==> config.mk <==
export PLATFORM = sky130hd
export DESIGN_NAME = booth_multiplier_seq
export DESIGN_NICKNAME = d
export VERILOG_FILES = /design/src/rtl/booth_mult_pkg.sv /design/src/rtl/booth_mult_datapath.sv /design/src/rtl/booth_multiplier_seq.sv
export SDC_FILE = /design/constraint.sdc
export NUM_CORES = 1
export LEC_CHECK = 0
export CORE_MARGIN = 3
export CORE_UTILIZATION = 25
export DETAILED_ROUTE_END_ITERATION = 6
export GPL_TIMING_DRIVEN = 0
export PLACE_DENSITY = 0.54
export SYNTH_ARGS = -nofsm -noshare
export SYNTH_HDL_FRONTEND = slang
export SYNTH_SLANG_ARGS = --single-unit
==> constraint.sdc <==
create_clock -name clk -period 2.2 [get_ports clk]
set_input_delay 0.33 -clock clk [delete_from_list [all_inputs] [get_ports clk]]
set_output_delay 0.33 -clock clk [all_outputs]
set_load 0.05 [all_outputs]
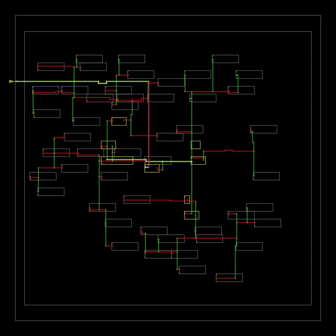
Run 1: clock wiring as the flow saved it
clk latency late pin: 0.30 ns
Num CTS Buffers: 5

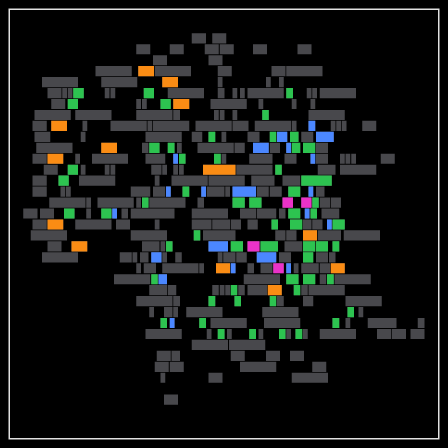
Run 1: logic cells by family
legend:
  orange:
    family: multiplexers
    cells: 13
  blue:
    family: NOR gates
    cells: 21
  magenta:
    family: AND-OR and OR-AND gates
    cells: 4
  green:
    family: inverting AOI/OAI gates
    cells: 57
most numerous logic cell after layout: dfrtp_1
fin cells: 453
Comb/total area: 0.387

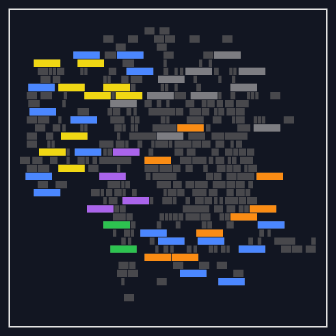
Run 1: where the registers sit
Other sequential cells in the stronger grey, the rest of the logic in the fainter grey.
legend:
  orange:
    netlist_name: u_datapath.a
    sequential_cells: 8
  blue:
    netlist_name: u_datapath.prod
    sequential_cells: 16
    where: all over the die
  purple:
    netlist_name: u_datapath.cnt
    sequential_cells: 4
  yellow:
    netlist_name: u_datapath.q
    sequential_cells: 9
  green:
    netlist_name: state
    sequential_cells: 2
not coloured: 10
post-layout util: 0.366

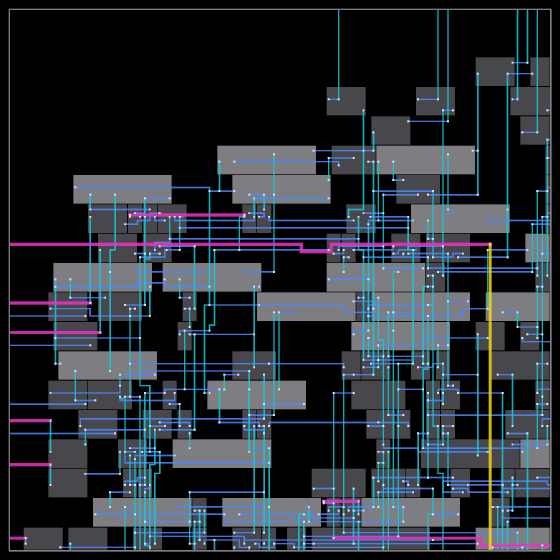
Run 1: close-up of the layout
Region (2, 55) to (52, 105) um. Cells in grey, sequential cells in the stronger grey; small squares are vias.
legend:
  yellow:
    layer: metal 4
  magenta:
    layer: metal 3
  blue:
    layer: metal 1
  cyan:
    layer: metal 2
sequential cells in the window: 19
cells with their middle in the window: 99
most frequent: nand2_1 (20), dfrtp_1 (19), clkdlybuf4s50_1 (16)

==> impl_metrics.env, run 1 <==
# implementation run metrics
export IMPL_path_cells="buf_6, nor3_4, nor2_1, xnor2_1, ha_1, o211ai_1, o21ai_2, o31ai_4, xnor2_2, o311ai_1, o41ai_1"
export IMPL_grt_util_met1=0.141
export IMPL_flop_cell="dfrtp_1"
export IMPL_dr_wl_met2_um=3180
export IMPL_crit_cells=11
export IMPL_tightestPinTransition_ns=0.568
export IMPL_synthArstFlopShare=1.00
export IMPL_netlist_area_um2=2520
export IMPL_edf_count=0
export IMPL_drt_iter0_markers=69
export IMPL_cts_max_level=2
export IMPL_fp_row_count=35
export IMPL_synthAdderAreaFrac=0.0676
export IMPL_taps=129
export IMPL_seq_area_frac=0.353
export IMPL_met3_usage=0.0261
export IMPL_ys_cells=260
export IMPL_setup_violations_final=9
export IMPL_max_slew_margin=0.620
export IMPL_inverters=11
export IMPL_r2r_slack_ns=-0.19
export IMPL_synth_warning_count=0
export IMPL_status="finished with violations"
export IMPL_clock_skew_ns=0.00757
export IMPL_topCombFamilyByArea="AND-OR/OR-AND gates"
export IMPL_wl_met3_um=225
export IMPL_dp_cells=429
export IMPL_drv_cap=0
export IMPL_yosys_area_top_type="dfrtp_1"
export IMPL_drive_gt1_frac=0.204
export IMPL_rsz0062_at_grt="true"
export IMPL_cp_arrival_ns=2.57
export IMPL_chipArea_um2=11300
export IMPL_finalWeightedCongestion=0.789
export IMPL_fin_tns_setup_ns=-1.36
export IMPL_dpl_hpwl_um=4500
export IMPL_cts_resized=28
export IMPL_regArea_um2=1230
export IMPL_hold_viol_final=0
export IMPL_setup_ws_ns=-0.195
export IMPL_violations="negative setup slack"
export IMPL_mux_share=0.0557
export IMPL_cts_tree="yes"
export IMPL_required_ns=2.37
export IMPL_ys_sh_xor=0.0557
export IMPL_final_cell_mix="dfrtp_1 (49), nand2_1 (48), clkdlybuf4s50_1 (37), o21ai_0 (16), buf_4 (14)"
export IMPL_dpl_cell_area_um2=3090
export IMPL_ys_sh_simple=0.146
export IMPL_wire_per_inst_um=13.5
export IMPL_cts_sinks=49
export IMPL_common_cells="dfrtp_1 (49), nand2_1 (48), o21ai_0 (26), nor2_1 (13)"
export IMPL_die_h_um=106
export IMPL_grt_max_degree=35
export IMPL_fmax_mhz=418
export IMPL_drc=0
export IMPL_critPathSlowestCell="dfrtp_1"
==> run 2: changes to the inputs <==
--- a/config.mk
+++ b/config.mk
@@ -6,10 +6,10 @@
 export NUM_CORES = 1
 export LEC_CHECK = 0
 export CORE_MARGIN = 3
-export CORE_UTILIZATION = 25
+export CORE_UTILIZATION = 48
 export DETAILED_ROUTE_END_ITERATION = 6
 export GPL_TIMING_DRIVEN = 0
-export PLACE_DENSITY = 0.54
+export PLACE_DENSITY = 0.85
 export SYNTH_ARGS = -nofsm -noshare
 export SYNTH_HDL_FRONTEND = slang
 export SYNTH_SLANG_ARGS = --single-unit
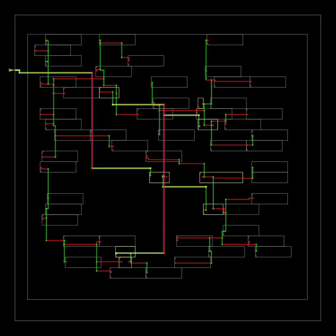
Run 2: clock wiring as the flow saved it
clock buffer count: 6
CTS Sinks: 49
clk latency late pin: 0.31 ns
clk_skew: 0.0127 ns

==> impl_metrics.env, run 2 <==
# implementation run metrics
export IMPL_met3_usage=0.0493
export IMPL_chipArea_um2=6150
export IMPL_finalClockPeriodUsage=1.11
export IMPL_synthArstFlopShare=1.00
export IMPL_dp_cells=367
export IMPL_drive_gt1_frac=0.207
export IMPL_wl_met3_um=322
export IMPL_flop_cell="dfrtp_1"
export IMPL_wire_per_inst_um=15.8
export IMPL_status="finished with violations"
export IMPL_grt_util_met1=0.267
export IMPL_final_cell_mix="dfrtp_1 (49), nand2_1 (48), clkdlybuf4s50_1 (37), o21ai_0 (18), buf_4 (14)"
export IMPL_cts_max_level=2
export IMPL_cp_arrival_ns=2.61
export IMPL_dpl_hpwl_um=3850
export IMPL_clockBufferDepth=2
export IMPL_netlist_area_um2=2520
export IMPL_setup_violations_final=13
export IMPL_synth_warning_count=0
export IMPL_edf_count=0
export IMPL_drt_iter0_markers=167
export IMPL_flops=49
export IMPL_drc=0
export IMPL_ys_cells=260
export IMPL_hold_viol_final=0
export IMPL_violations="negative setup slack"
export IMPL_fp_row_count=25
export IMPL_critPathSlowestCell="dfrtp_1"
export IMPL_finalWeightedCongestion=0.886
export IMPL_inverters=11
export IMPL_cts_tree="yes"
export IMPL_synthAdderAreaFrac=0.0676
export IMPL_dpl_cell_area_um2=3010
export IMPL_mux_share=0.0557
export IMPL_buf_share=0.189
export IMPL_crit_cells=12
export IMPL_max_slew_margin=0.615
export IMPL_final_fill_count=362
export IMPL_synth_flops=49
export IMPL_hold_class="in2async"
export IMPL_topCombFamilyByArea="AND-OR/OR-AND gates"
export IMPL_cts_buffers=5
export IMPL_required_ns=2.37
export IMPL_path_cells="buf_6, nor3_4, nor2_1, xnor2_1, ha_1, buf_6, a21o_1, a21oi_2, o21ai_2, mux2i_1, o21ai_1, o21ai_1"
export IMPL_taps=67
export IMPL_setup_ws_ns=-0.235
export IMPL_ys_sh_simple=0.146
export IMPL_dr_wl_met2_um=3040
export IMPL_ys_sh_xor=0.0557
export IMPL_drv_cap=0
export IMPL_final_common_cell="dfrtp_1"
export IMPL_warnings=30
export IMPL_comb_share=0.385
export IMPL_fin_tns_setup_ns=-1.96
export IMPL_fmax_mhz=411
export IMPL_rsz0062_at_grt="true"
export IMPL_tightestPinTransition_ns=0.575
export IMPL_cts_resized=30
export IMPL_common_cells="dfrtp_1 (49), nand2_1 (48), o21ai_0 (26), nor2_1 (13)"
export IMPL_r2r_slack_ns=-0.24
export IMPL_stdcell_count=396
export IMPL_die_h_um=78.4
export IMPL_yosys_area_top_type="dfrtp_1"
export IMPL_die_w_um=78.4
export IMPL_grt_max_degree=36
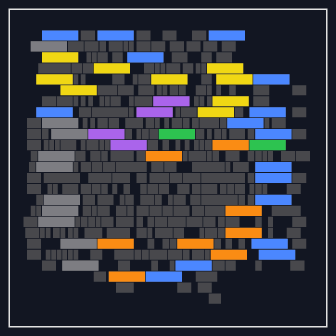
Run 2: where the registers sit
Other sequential cells in the stronger grey, the rest of the logic in the fainter grey.
legend:
  purple:
    netlist_name: u_datapath.cnt
    sequential_cells: 4
  blue:
    netlist_name: u_datapath.prod
    sequential_cells: 16
  orange:
    netlist_name: u_datapath.a
    sequential_cells: 8
  green:
    netlist_name: state
    sequential_cells: 2
  yellow:
    netlist_name: u_datapath.q
    sequential_cells: 9
not coloured: 10
post-layout util: 0.703
sequential cell area share: 0.358
Flop area: 1230 um^2

